==> run_1/wire_density.png <==
The bar under the picture is 20 µm long. 22 x 22 tiles, from dark blue (low) to red (high), scaled to the fullest tile. Values are wire area over tile area, all layers added.
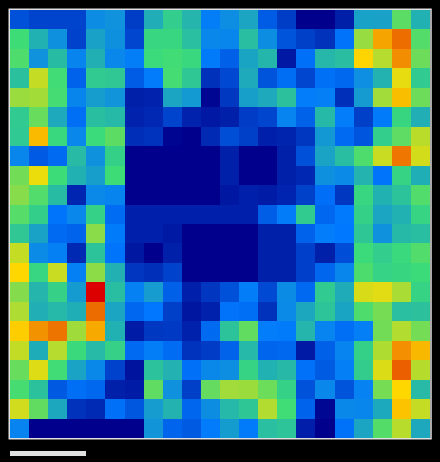
==> run_1/gate_families.png <==
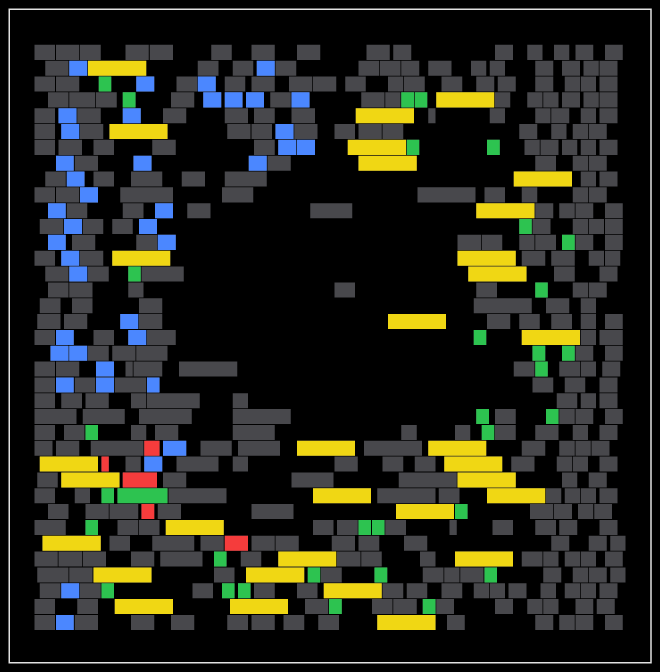
==> run_1/clock_map.png <==
The bar under the picture is 20 µm long.
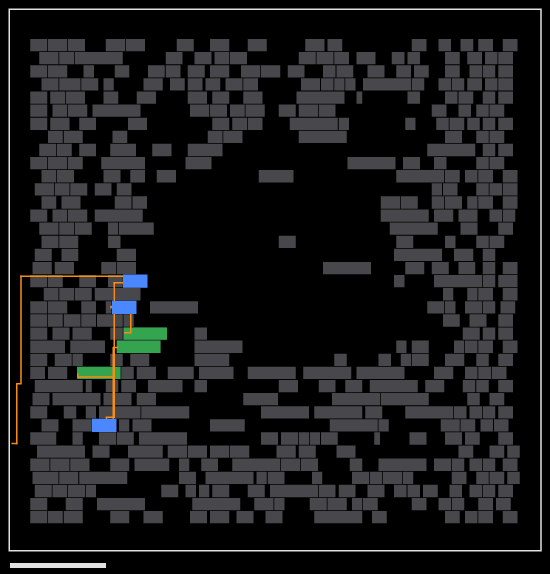
### src/rtl/mem_port_arbiter.sv
// mem_port_arbiter: arbitrates a fetch port and a data port onto one single-cycle-latency SRAM port.
// Ports: clk, reset_n (async active-low); fetch side f_req/f_addr/f_flush -> f_gnt/f_rvalid/f_rdata;
// data side d_req/d_we/d_addr/d_wdata/d_wstrb -> d_gnt/d_rvalid/d_rdata;
// SRAM side sram_req/we/addr/wdata/wstrb out, sram_ready/sram_valid/sram_data in; protocol_err sticky flag.
// Optional macro ARB_STARVE_GUARD_EN adds a fetch starvation counter that forces a fetch grant
// after STARVE_LIMIT consecutive denials; without it data always wins over fetch.
module mem_port_arbiter #(
  parameter int ADDR_WIDTH   = 32,
  parameter int DATA_WIDTH   = 32,
  parameter int STARVE_LIMIT = 8
) (
  input  logic                    clk,
  input  logic                    reset_n,
  input  logic                    f_req,
  input  logic [ADDR_WIDTH-1:0]   f_addr,
  input  logic                    f_flush,
  output logic                    f_gnt,
  output logic                    f_rvalid,
  output logic [DATA_WIDTH-1:0]   f_rdata,
  input  logic                    d_req,
  input  logic                    d_we,
  input  logic [ADDR_WIDTH-1:0]   d_addr,
  input  logic [DATA_WIDTH-1:0]   d_wdata,
  input  logic [DATA_WIDTH/8-1:0] d_wstrb,
  output logic                    d_gnt,
  output logic                    d_rvalid,
  output logic [DATA_WIDTH-1:0]   d_rdata,
  output logic                    sram_req,
  output logic                    sram_we,
  output logic [ADDR_WIDTH-1:0]   sram_addr,
  output logic [DATA_WIDTH-1:0]   sram_wdata,
  output logic [DATA_WIDTH/8-1:0] sram_wstrb,
  input  logic                    sram_ready,
  input  logic                    sram_valid,
  input  logic [DATA_WIDTH-1:0]   sram_data,
  output logic                    protocol_err
);
  typedef enum logic [1:0] {NONE, FETCH, DATA} owner_t;
  owner_t owner;
  logic go, fetch_pri;
  // Grants are combinational, so gate them with reset to keep the SRAM quiet while held in reset.
  assign go = reset_n & sram_ready;
`ifdef ARB_STARVE_GUARD_EN
  localparam int CW = $clog2(STARVE_LIMIT + 1);
  logic [CW-1:0] starve_cnt;
  assign fetch_pri = (starve_cnt == CW'(STARVE_LIMIT)) & f_req & ~f_flush;
  always_ff @(posedge clk or negedge reset_n)
    if (!reset_n) starve_cnt <= '0;
    else if (f_gnt || !f_req) starve_cnt <= '0;
    else if (sram_ready && !f_flush && starve_cnt != CW'(STARVE_LIMIT)) starve_cnt <= starve_cnt + 1'b1;
`else
  assign fetch_pri = 1'b0;
`endif
  assign d_gnt      = go & d_req & ~fetch_pri;
  assign f_gnt      = go & f_req & ~f_flush & ~d_gnt;
  assign sram_req   = f_gnt | d_gnt;
  assign sram_we    = d_gnt & d_we;
  assign sram_addr  = d_gnt ? d_addr : f_gnt ? f_addr : '0;
  assign sram_wdata = d_gnt ? d_wdata : '0;
  assign sram_wstrb = d_gnt ? d_wstrb : '0;
  assign f_rdata    = sram_data;
  assign d_rdata    = sram_data;
  // A flush in the response cycle drops the fetch response.
  assign f_rvalid   = (owner == FETCH) & sram_valid & ~f_flush;
  assign d_rvalid   = (owner == DATA) & sram_valid;
  always_ff @(posedge clk or negedge reset_n)
    if (!reset_n) begin
      owner        <= NONE;
      protocol_err <= 1'b0;
    end else begin
      owner        <= d_gnt ? DATA : f_gnt ? FETCH : NONE;
      protocol_err <= protocol_err | (sram_valid & (owner == NONE));
    end
endmodule
### config.mk
export PLATFORM = sky130hd
export DESIGN_NAME = mem_port_arbiter
export DESIGN_NICKNAME = d
export VERILOG_FILES = /design/src/rtl/mem_port_arbiter.sv
export SDC_FILE = /design/constraint.sdc
export NUM_CORES = 1
export LEC_CHECK = 0
export CAP_MARGIN = 30
export CORE_AREA = 4 4 106 108
export CTS_CLUSTER_SIZE = 30
export DETAILED_ROUTE_END_ITERATION = 16
export DIE_AREA = 0 0 110 112
export GPL_TIMING_DRIVEN = 0
export PLACE_DENSITY = 0.66
export SLEW_MARGIN = 20
export SYNTH_ARGS = -nofsm -noshare
export SYNTH_HDL_FRONTEND = slang
export SYNTH_SLANG_ARGS = --single-unit
### constraint.sdc
create_clock -name clk -period 1.35 [get_ports clk]
set_input_delay 0.405 -clock clk [delete_from_list [all_inputs] [get_ports clk]]
set_output_delay 0.405 -clock clk [all_outputs]
set_load 0.03 [all_outputs]
==> results_slide.txt, run 1 <==
Physical Implementation Snapshot

Status
  • Status: finished, violations left
  • Failing checks: negative setup slack

Timing
  • Minimum clock period: between 1500 and 2000 ps
  • Worst Skew: ~4.6 ps
  • Final setup vio count: 74
  • Tightest Pin Transition: about 330 ps
  • TNS Setup: -24,420 ps
  • PnR worst setup slack: -426 ps
  • Crit share post-route: 132%
  • Final hold viol count: 0
  • Max Slew Vio Count: 0
  • RSZ-0062 raised after global routing: true
  • Hold Slack: 62.3 ps
  • Max Clk Rate: 563 MHz

Logic synthesis
  • Syn nets: 332
  • Sequential cell area fraction in the yosys report: 4.46%
  • Xor+xnor area frac: 0%
  • Simple Share, Synth: 29.6%
  • Area share, top type: 28.5%
  • EDFF count, synth: 0
  • Largest area contributor in the netlist: buf_4
  • Top cells by count, synth: 64 x buf_4, 37 x and2_1, 32 x nand2b_1
  • Ys flop type: dfrtp_1
  • Post-Synth Adder-Cell Area: 0%
  • Cells after Synth: 192
  • Top area cell types: buf_4 29%, o2bb2ai_2 26%, and2_1 14%
  • Area reported by Yosys stat: 1680 µm²
  • Synthesized area: 1680 µm²
  • Async SR Flop Fraction: 100%
  • Syn avg cell area: just under 9 µm²
  • Syn. warnings: 0
  • Yosys aoi share: about 28%
  • Area fraction in mux cells: 0%
  • Yosys cell count: 192
  • Synth flops: 3

Die
  • Tap cell count: 136
  • Site row count: 37
  • Die width: roughly 110 µm
  • Full die area: 12,300 µm²
  • Die height: 112 µm
  • I/O pins: 279
  • Fp util: roughly 16%
  • Core area: 10,200 µm²

Finish
  • Combinational gate count: 111
  • Most numerous logic cell after layout: clkdlybuf4s50_1
  • Net count, final: approximately 600
  • Inverters: 0
  • Logic share of the area: 28.1%
  • NonClk Buf Share: 66.5%
  • Area grow syn2layout: 219%
  • Share of layout cells above drive strength 1: between 50 and 60%
  • Register Area: between 70 and 80 µm²
  • Clock-cell share: 0.838%
  • Top class by area: non-clock buffers
  • Top reg by flops: owner
  • Finished Cell Area: 5370 µm²
  • Logic area: 1510 µm²
  • Final cell count without fillers: ~600
  • Filler instances: between 900 and 1,000
  • Max FFs per register: 2
  • Number of non-clock buffers in the layout: 344
  • Num sequential: 3
  • Commonest non-fill, non-tap cells in the layout: 100 x clkdlybuf4s50_1, 74 x buf_6, 73 x buf_4
  • Utilization after layout: 52.5%
  • Fraction of area in registers: 1.40%
  • Biggest regs: owner x2, protocol_err x1
  • Clock buffers: 4

Worst setup path
  • Worst Path Buf+Inv: 5
  • CP Max Fanout: 6
  • Crit path kind: primary input to output port
  • Worst r2r dst: protocol_err
  • Reg-to-Reg Start: owner[1]
  • Cell count along the critical path: 7
  • Crit path from: reset_n
  • Slowest stage delay, CP: between 150 and 200 ps
  • Worst EP arrival: 1370 ps
  • Crit path DRT: ~950 ps
  • Crit-path cells: buf_12, and3_4, buf_12, buf_12, buf_16, o2bb2ai_4, buf_6
  • Slowest CP cell: and3_4
  • R2r setup slk: 450 ps
  • Critical path endpoint category: output port
  • Most frequent CP cell: buf_12
  • Worst setup path end: sram_addr[3]
  • Top delay family on crit path: buffers and inverters
  • Worst r2r path cells: 3
  • Crit start category: primary input

Clock tree
  • CTS buffer count: 3
  • Cts hold-fix bufs: 0
  • Latency at later pin: about 220 ps
  • Clk root buf: clkbuf_8
  • CTS tree: done
  • Clk sinks: 3
  • H-tree Lvls: 1
  • Number of setup buffers added after CTS: 12
  • CTS resizes: 634
  • Clk buf depth: 2

GRT
  • Initial antenna violation count: 0
  • GR met2 Demand/Resource: 29.9%
  • Met3 Use GR: roughly 5.0%
  • Gr ovfl total: 0
  • Met1 global-route usage: 13.8%
  • First-pass GRT wire length: 14,300 µm
  • Tot GR Track Use: 14.9%
  • Vias in the first global route: 2,619
  • Layer with the highest usage: met2

Power and ir drop
  • Pint: 1.15 mW
  • Seq. pwr: 0.0936 mW
  • Part of the power in combinational logic: 81.0%
  • Net Sw Power: 0.758 mW
  • Clk power: 0.270 mW
  • Tot Pwr: 1.91 mW
  • Top Consumer: combinational logic
  • Sw frac: 39.7%
  • Power per cell area: 355 nW/µm²
  • Leakage power: 2.38 nW
  • Clock share of power: 14.1%
  • Flop pwr share: 4.9%
  • Combinational Power: 1.55 mW

Placement
  • Pre-CTS setup slack: -1790 ps
  • Placement Cell Area: 4850 µm²
  • Post-Place Cells: 574
  • Final HPWL DP: 8310 µm

Route
  • Antenna viol nets, final: 0
  • Pre-antenna DRT Iters: 4
  • DR WL/cell: 16.4 µm
  • DR WL met2: 5470 µm
  • DRC Markers: 0
  • WL met1: around 3000 µm
  • Via/cell ratio: 4.01
  • Drt initial violations: 35
  • Via Count: 2,396
  • Top routing layer in use: met4
  • Met3 wire length: 1220 µm

Hold path
  • Worst hold path class: primary input to asynchronous set/reset pin

Flow run
  • Tool warnings: 29
  • Max-cap viol count: 0
Notes on wire_density.png above:
The fullest tile reaches 0.43. 19% of the tiles are over half the peak. The emptiest ninth of the die: middle. The mean over all tiles is 0.13.

Notes on gate_families.png above:
Green stands for NAND gates, cells 33, where widely spread. Blue stands for AND and OR gates, cells 40. Red stands for NOR gates, cells 5, where bottom left. Yellow stands for inverting AOI/OAI gates, cells 32, where widely spread.

Notes on clock_map.png above:
Orange stands for clock wires, length 135 µm. Green stands for flip-flops, count 3. Blue stands for cells driving clock nets, count 3.
There are 4 routed clock nets.

==> run_1/cell_classes.png <==
The bar under the picture is 20 µm long.
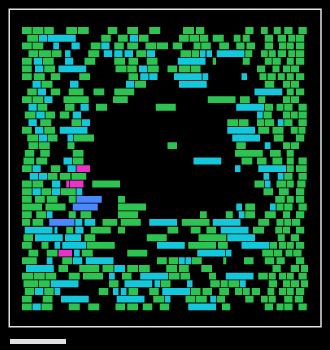

--- run 2 (diff from run 1) ---
--- a/config.mk
+++ b/config.mk
@@ -6,12 +6,12 @@
 export NUM_CORES = 1
 export LEC_CHECK = 0
 export CAP_MARGIN = 30
-export CORE_AREA = 4 4 106 108
+export CORE_AREA = 2 2 108 110
 export CTS_CLUSTER_SIZE = 30
 export DETAILED_ROUTE_END_ITERATION = 16
 export DIE_AREA = 0 0 110 112
 export GPL_TIMING_DRIVEN = 0
-export PLACE_DENSITY = 0.66
+export SKIP_LAST_GASP = 1
 export SLEW_MARGIN = 20
 export SYNTH_ARGS = -nofsm -noshare
 export SYNTH_HDL_FRONTEND = slang
==> constraint.sdc (replaced) <==
create_clock -name clk -period 2 [get_ports clk]
set_input_delay 0.6 -clock clk [delete_from_list [all_inputs] [get_ports clk]]
set_output_delay 0.6 -clock clk [all_outputs]
set_load 0.03 [all_outputs]
==> run_2/cell_classes.png <==
The bar under the picture is 20 µm long.
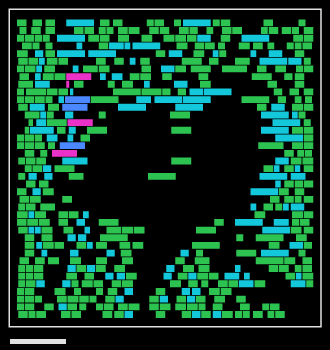
Green stands for other buffers and delay cells, cells 349. Magenta stands for clock drivers and dummy loads, cells 4. Blue stands for flip-flops, cells 3. Cyan stands for all other logic, cells 111.

==> run_2/final_congestion.png <==
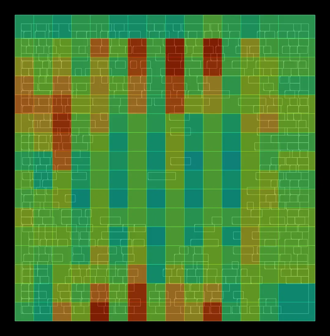
met1 global-route usage: 14.6%
met3 Use GR: 3.40%
DR WL/cell: 15.2 µm
GR met2 Demand/Resource: 26.4%
Tot GR Track Use: 13.8%

==> results_slide.txt, run 2 <==
Physical Implementation Snapshot

Worst setup path
  • Top delay family on crit path: buffers and inverters (unchanged)
  • CP Max Fanout: 6 (unchanged)
  • Reg-to-Reg Start: owner[1] (unchanged)
  • Crit path from: d_req (was reset_n)
  • Cell count along the critical path: 7 (unchanged)
  • Crit start category: primary input (unchanged)
  • Crit-path cells: buf_12, and3_4, buf_16, buf_12, buf_12, o2bb2ai_4, buf_6 (was buf_12, and3_4, buf_12, buf_12, buf_16, o2bb2ai_4, buf_6)
  • Slowest stage delay, CP: 200 ps (was 190 ps)
  • Crit path DRT: 1400 ps (was 950 ps)
  • Worst setup path end: sram_addr[26] (was sram_addr[3])
  • Slowest CP cell: and3_4 (unchanged)
  • Critical path endpoint category: output port (unchanged)
  • Crit path kind: primary input to output port (unchanged)
  • Worst EP arrival: 1580 ps (was 1370 ps)

Logic synthesis
  • Cells after Synth: 192 (unchanged)
  • Post-Synth Adder-Cell Area: 0% (unchanged)
  • Xor+xnor area frac: 0% (unchanged)
  • Top area cell types: buf_4 29%, o2bb2ai_2 26%, and2_1 14% (unchanged)
  • Synth flops: 3 (unchanged)
  • Sequential cell area fraction in the yosys report: 4.46% (unchanged)
  • Syn avg cell area: 8.77 µm² (unchanged)
  • Ys flop type: dfrtp_1 (unchanged)
  • Yosys cell count: 192 (unchanged)
  • Syn. warnings: 0 (unchanged)
  • Yosys aoi share: 28.0% (unchanged)
  • Syn nets: 332 (unchanged)
  • Top cells by count, synth: 64 x buf_4, 37 x and2_1, 32 x nand2b_1 (unchanged)
  • Area share, top type: 28.5% (unchanged)
  • Simple Share, Synth: 29.6% (unchanged)
  • Area reported by Yosys stat: 1680 µm² (unchanged)

Die
  • Full die area: 12,300 µm² (unchanged)
  • Core area: 11,200 µm² (was 10,200 µm²)
  • Tap cell count: 143 (was 136)
  • Fp util: 15.1% (was 16.5%)

Power and ir drop
  • Power per cell area: 271 nW/µm² (was 355 nW/µm²)
  • Sw frac: 35.3% (was 39.7%)
  • Pint: 0.966 mW (was 1.15 mW)
  • Part of the power in combinational logic: 74.2% (was 81.0%)
  • Leakage power: 2.37 nW (was 2.38 nW)
  • Clock share of power: 21.5% (was 14.1%)
  • Flop pwr share: 4.3% (was 4.9%)
  • Net Sw Power: 0.527 mW (was 0.758 mW)
  • Clk power: 0.321 mW (was 0.270 mW)
  • Top Consumer: combinational logic (unchanged)

Finish
  • Max FFs per register: 2 (unchanged)
  • Net count, final: 608 (was 603)
  • Fraction of area in registers: 1.36% (was 1.40%)
  • Biggest regs: owner x2, protocol_err x1 (unchanged)
  • Num sequential: 3 (unchanged)
  • Logic area: 1450 µm² (was 1510 µm²)
  • Combinational gate count: 111 (unchanged)
  • Clock-cell share: 1.43% (was 0.838%)
  • Area grow syn2layout: 227% (was 219%)
  • Commonest non-fill, non-tap cells in the layout: 158 x clkdlybuf4s50_1, 73 x buf_4, 73 x buf_6 (was 100 x clkdlybuf4s50_1, 74 x buf_6, 73 x buf_4)
  • Inverters: 0 (unchanged)
  • Final cell count without fillers: 610 (was 598)
  • Top class by area: non-clock buffers (unchanged)
  • Number of non-clock buffers in the layout: 349 (was 344)
  • Filler instances: 1,020 (was 954)

Placement
  • Final HPWL DP: 6970 µm (was 8310 µm)
  • Post-Place Cells: 581 (was 574)
  • Pre-CTS setup slack: -1430 ps (was -1790 ps)
  • Placement Cell Area: 4330 µm² (was 4850 µm²)

Route
  • WL met1: 3100 µm (was 2980 µm)
  • DR WL met2: 5060 µm (was 5470 µm)
  • Pre-antenna DRT Iters: 3 (was 4)
  • Antenna viol nets, final: 0 (unchanged)
  • DRC Markers: 0 (unchanged)
  • Met3 wire length: 921 µm (was 1220 µm)
  • Via/cell ratio: 3.90 (was 4.01)
  • Via Count: 2,380 (was 2,396)
  • Drt initial violations: 38 (was 35)

GRT
  • Initial antenna violation count: 0 (unchanged)
  • First-pass GRT wire length: 13,400 µm (was 14,300 µm)

Timing
  • Final hold viol count: 0 (unchanged)
  • TNS Setup: -8190 ps (was -24,420 ps)
  • RSZ-0062 raised after global routing: true (unchanged)
  • Final setup vio count: 71 (was 74)
  • Hold Slack: 333 ps (was 62.3 ps)
  • Max Slew Vio Count: 0 (unchanged)
  • PnR worst setup slack: -181 ps (was -426 ps)

Flow run
  • Tool warnings: 29 (unchanged)
  • Max-cap viol count: 0 (unchanged)

Clock tree
  • H-tree Lvls: 1 (unchanged)
  • Number of setup buffers added after CTS: 16 (was 12)
  • Latency at later pin: 230 ps (was 220 ps)
  • CTS tree: done (unchanged)
  • Clk root buf: clkbuf_16 (was clkbuf_8)
  • Clk buf depth: 2 (unchanged)
  • CTS resizes: 653 (was 634)

Status
  • Failing checks: negative setup slack (unchanged)
  • Status: finished, violations left (unchanged)

Hold path
  • Worst hold path class: primary input to asynchronous set/reset pin (unchanged)
==> run_2/wire_density.png <==
The bar under the picture is 20 µm long. 22 x 22 tiles, from dark blue (low) to red (high), scaled to the fullest tile. Values are wire area over tile area, all layers added.
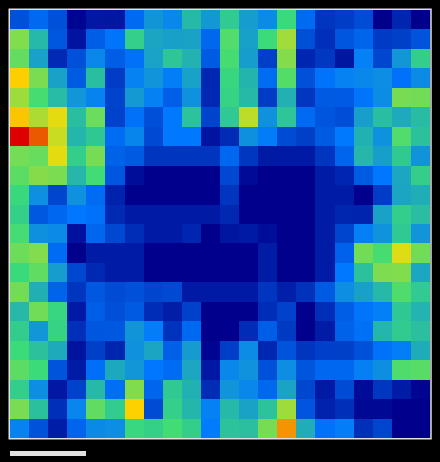
The mean over all tiles is 0.12. The densest ninth of the die: top left. The fullest tile reaches 0.50. 12% of the tiles are nearly empty.

==> run_2/gate_families.png <==
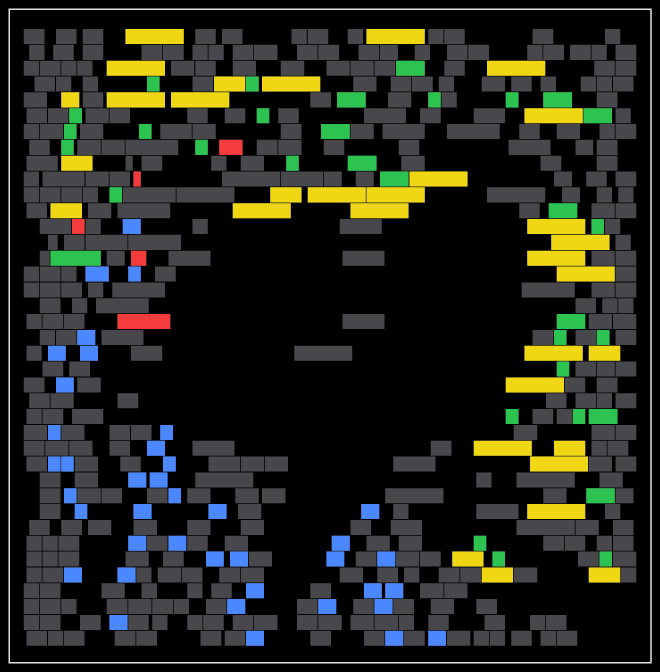

--- run 3 (diff from run 2) ---
--- a/config.mk
+++ b/config.mk
@@ -6,11 +6,15 @@
 export NUM_CORES = 1
 export LEC_CHECK = 0
 export CAP_MARGIN = 30
-export CORE_AREA = 2 2 108 110
+export CELL_PAD_IN_SITES_DETAIL_PLACEMENT = 1
+export CELL_PAD_IN_SITES_GLOBAL_PLACEMENT = 1
+export CORE_ASPECT_RATIO = 0.8
+export CORE_MARGIN = 2
+export CORE_UTILIZATION = 13
 export CTS_CLUSTER_SIZE = 30
 export DETAILED_ROUTE_END_ITERATION = 16
-export DIE_AREA = 0 0 110 112
 export GPL_TIMING_DRIVEN = 0
+export PLACE_DENSITY_LB_ADDON = 0.1
 export SKIP_LAST_GASP = 1
 export SLEW_MARGIN = 20
 export SYNTH_ARGS = -nofsm -noshare
==> run_3/gate_families.png <==
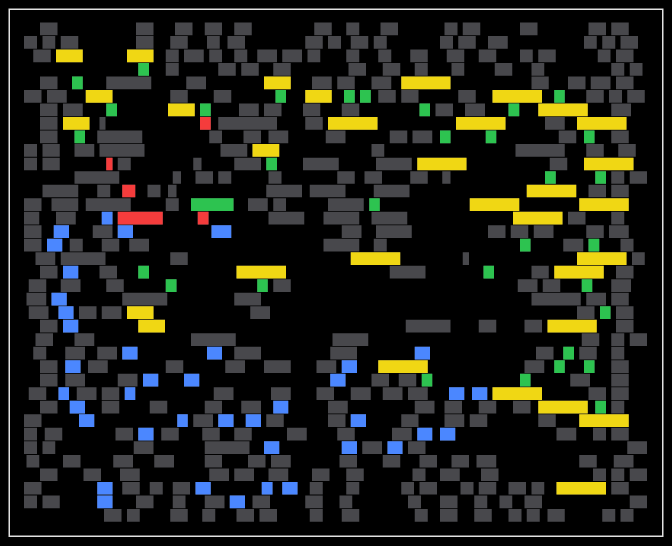
Red stands for NOR gates, cells 5. Yellow stands for inverting AOI/OAI gates, cells 32. Blue stands for AND and OR gates, cells 40. Green stands for NAND gates, cells 33.

==> run_3/wire_density.png <==
The bar under the picture is 50 µm long. 26 x 21 tiles, from dark blue (low) to red (high), scaled to the fullest tile. Values are wire area over tile area, all layers added.
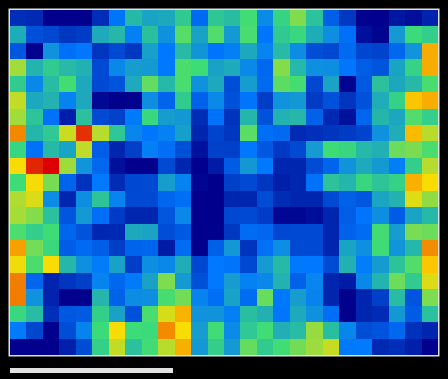
6.2% of the tiles are nearly empty. The mean over all tiles is 0.11. The fullest tile reaches 0.36.

==> run_3/final_congestion.png <==
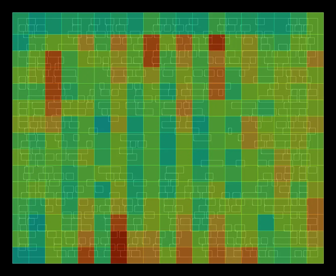
met3 Use GR: 3.99%
met1 global-route usage: 14.2%

==> results_slide.txt, run 3 <==
Physical Implementation Snapshot

Route
  • WL met1: 3640 µm (was 3100 µm)
  • Antenna viol nets, final: 0 (unchanged)
  • Met3 wire length: 837 µm (was 921 µm)
  • Via Count: 2,376 (was 2,380)
  • DR WL/cell: 15.1 µm (was 15.2 µm)
  • Drt initial violations: 37 (was 38)
  • DR WL met2: 5160 µm (was 5060 µm)
  • DRC Markers: 0 (unchanged)
  • Top routing layer in use: met4 (unchanged)
  • Pre-antenna DRT Iters: 3 (unchanged)
  • Via/cell ratio: 3.71 (was 3.90)

Die
  • I/O pins: 279 (unchanged)
  • Core area: 12,700 µm² (was 11,200 µm²)
  • Fp util: 13.2% (was 15.1%)
  • Die width: 131 µm (was 110 µm)
  • Site row count: 37 (was 39)
  • Die height: 106 µm (was 112 µm)
  • Full die area: 13,900 µm² (was 12,300 µm²)
  • Tap cell count: 175 (was 143)

Timing
  • Max Clk Rate: 461 MHz (was 458 MHz)
  • Final setup vio count: 71 (unchanged)
  • PnR worst setup slack: -168 ps (was -181 ps)
  • Max Slew Vio Count: 0 (unchanged)
  • Minimum clock period: 2170 ps (was 2180 ps)
  • Tightest Pin Transition: 343 ps (was 336 ps)
  • Crit share post-route: 108% (was 109%)
  • TNS Setup: -6610 ps (was -8190 ps)
  • RSZ-0062 raised after global routing: true (unchanged)
  • Hold Slack: 344 ps (was 333 ps)
  • Final hold viol count: 0 (unchanged)
  • Worst Skew: 0.379 ps (was 0.174 ps)

Finish
  • Logic area: 1380 µm² (was 1450 µm²)
  • Finished Cell Area: 5400 µm² (was 5510 µm²)
  • Share of layout cells above drive strength 1: 54.2% (was 55.9%)
  • Num sequential: 3 (unchanged)
  • Clock buffers: 4 (unchanged)
  • Filler instances: 1,410 (was 1,020)
  • Utilization after layout: 42.4% (was 49.3%)
  • Combinational gate count: 111 (unchanged)
  • Max FFs per register: 2 (unchanged)
  • Register Area: 75.1 µm² (unchanged)
  • Ant diodes: 0 (unchanged)
  • Number of non-clock buffers in the layout: 347 (was 349)
  • Fraction of area in registers: 1.39% (was 1.36%)
  • Area grow syn2layout: 220% (was 227%)
  • NonClk Buf Share: 67.5% (was 67.7%)
  • Final cell count without fillers: 640 (was 610)
  • Clock-cell share: 1.46% (was 1.43%)
  • Most numerous logic cell after layout: clkdlybuf4s50_1 (unchanged)
  • Logic share of the area: 25.6% (was 26.3%)
  • Net count, final: 606 (was 608)
  • Biggest regs: owner x2, protocol_err x1 (unchanged)
  • Inverters: 0 (unchanged)
  • Top class by area: non-clock buffers (unchanged)

Logic synthesis
  • Sequential cell area fraction in the yosys report: 4.46% (unchanged)
  • Synthesized area: 1680 µm² (unchanged)
  • Area fraction in mux cells: 0% (unchanged)
  • Synth flops: 3 (unchanged)
  • Syn avg cell area: 8.77 µm² (unchanged)
  • Area share, top type: 28.5% (unchanged)
  • Syn. warnings: 0 (unchanged)
  • Yosys cell count: 192 (unchanged)
  • Top area cell types: buf_4 29%, o2bb2ai_2 26%, and2_1 14% (unchanged)
  • Area reported by Yosys stat: 1680 µm² (unchanged)
  • Post-Synth Adder-Cell Area: 0% (unchanged)
  • Cells after Synth: 192 (unchanged)
  • Ys flop type: dfrtp_1 (unchanged)
  • Top cells by count, synth: 64 x buf_4, 37 x and2_1, 32 x nand2b_1 (unchanged)
  • Async SR Flop Fraction: 100% (unchanged)
  • Xor+xnor area frac: 0% (unchanged)
  • Yosys aoi share: 28.0% (unchanged)
  • Largest area contributor in the netlist: buf_4 (unchanged)
  • EDFF count, synth: 0 (unchanged)
  • Simple Share, Synth: 29.6% (unchanged)
  • Syn nets: 332 (unchanged)

Worst setup path
  • Worst EP arrival: 1570 ps (was 1580 ps)
  • Crit path kind: primary input to output port (unchanged)
  • Crit path from: reset_n (was d_req)
  • Slowest CP cell: and3_4 (unchanged)
  • Critical path endpoint category: output port (unchanged)
  • Crit-path cells: buf_12, and3_4, buf_12, buf_12, buf_12, o2bb2ai_4, buf_6 (was buf_12, and3_4, buf_16, buf_12, buf_12, o2bb2ai_4, buf_6)
  • CP Max Fanout: 5 (was 6)
  • Worst r2r path cells: 2 (unchanged)
  • Worst Path Buf+Inv: 5 (unchanged)
  • Top delay family on crit path: buffers and inverters (unchanged)
  • Cell count along the critical path: 7 (unchanged)
  • Slowest stage delay, CP: 200 ps (about the same)
  • Worst r2r dst: protocol_err (unchanged)
  • Crit start category: primary input (unchanged)
  • R2r setup slk: 1150 ps (about the same)
  • Worst setup path end: sram_addr[2] (was sram_addr[26])
  • Crit path DRT: 1400 ps (about the same)
  • Reg-to-Reg Start: owner[1] (unchanged)

Clock tree
  • CTS tree: done (unchanged)
  • CTS clk-pin slew, worst paths: 30 ps (about the same)
  • Number of setup buffers added after CTS: 10 (was 16)
  • CTS resizes: 590 (was 653)
  • Latency at later pin: 230 ps (about the same)
  • Cts hold-fix bufs: 0 (unchanged)
  • CTS buffer count: 3 (unchanged)
  • Clk buf depth: 2 (unchanged)
  • Clk sinks: 3 (unchanged)

Power and ir drop
  • Net Sw Power: 0.516 mW (was 0.527 mW)
  • Top Consumer: combinational logic (unchanged)
  • Part of the power in combinational logic: 73.5% (was 74.2%)
  • Clock share of power: 22.1% (was 21.5%)
  • Flop pwr share: 4.4% (was 4.3%)
  • Seq. pwr: 0.0635 mW (was 0.0636 mW)
  • Clk power: 0.323 mW (was 0.321 mW)
  • Tot Pwr: 1.46 mW (was 1.49 mW)
  • Sw frac: 35.4% (was 35.3%)
  • Leakage power: 2.26 nW (was 2.37 nW)
  • Combinational Power: 1.07 mW (was 1.11 mW)
  • Power per cell area: 270 nW/µm² (was 271 nW/µm²)
  • Pint: 0.942 mW (was 0.966 mW)

Flow run
  • Max-cap viol count: 0 (unchanged)
  • Tool warnings: 29 (unchanged)

GRT
  • Tot GR Track Use: 12.9% (was 13.8%)
  • First-pass GRT wire length: 14,300 µm (was 13,400 µm)
  • Gr ovfl total: 0 (unchanged)
  • Layer with the highest usage: met2 (unchanged)
  • Vias in the first global route: 2,537 (was 2,610)
  • Initial antenna violation count: 0 (unchanged)

Placement
  • Placement Cell Area: 4370 µm² (was 4330 µm²)
  • Final HPWL DP: 7480 µm (was 6970 µm)
  • Pre-CTS setup slack: -1340 ps (was -1430 ps)
  • Post-Place Cells: 613 (was 581)

Status
  • Failing checks: negative setup slack (unchanged)
  • Status: finished, violations left (unchanged)

Hold path
  • Worst hold path class: primary input to asynchronous set/reset pin (unchanged)
Power is estimated from default activity; no workload was simulated.
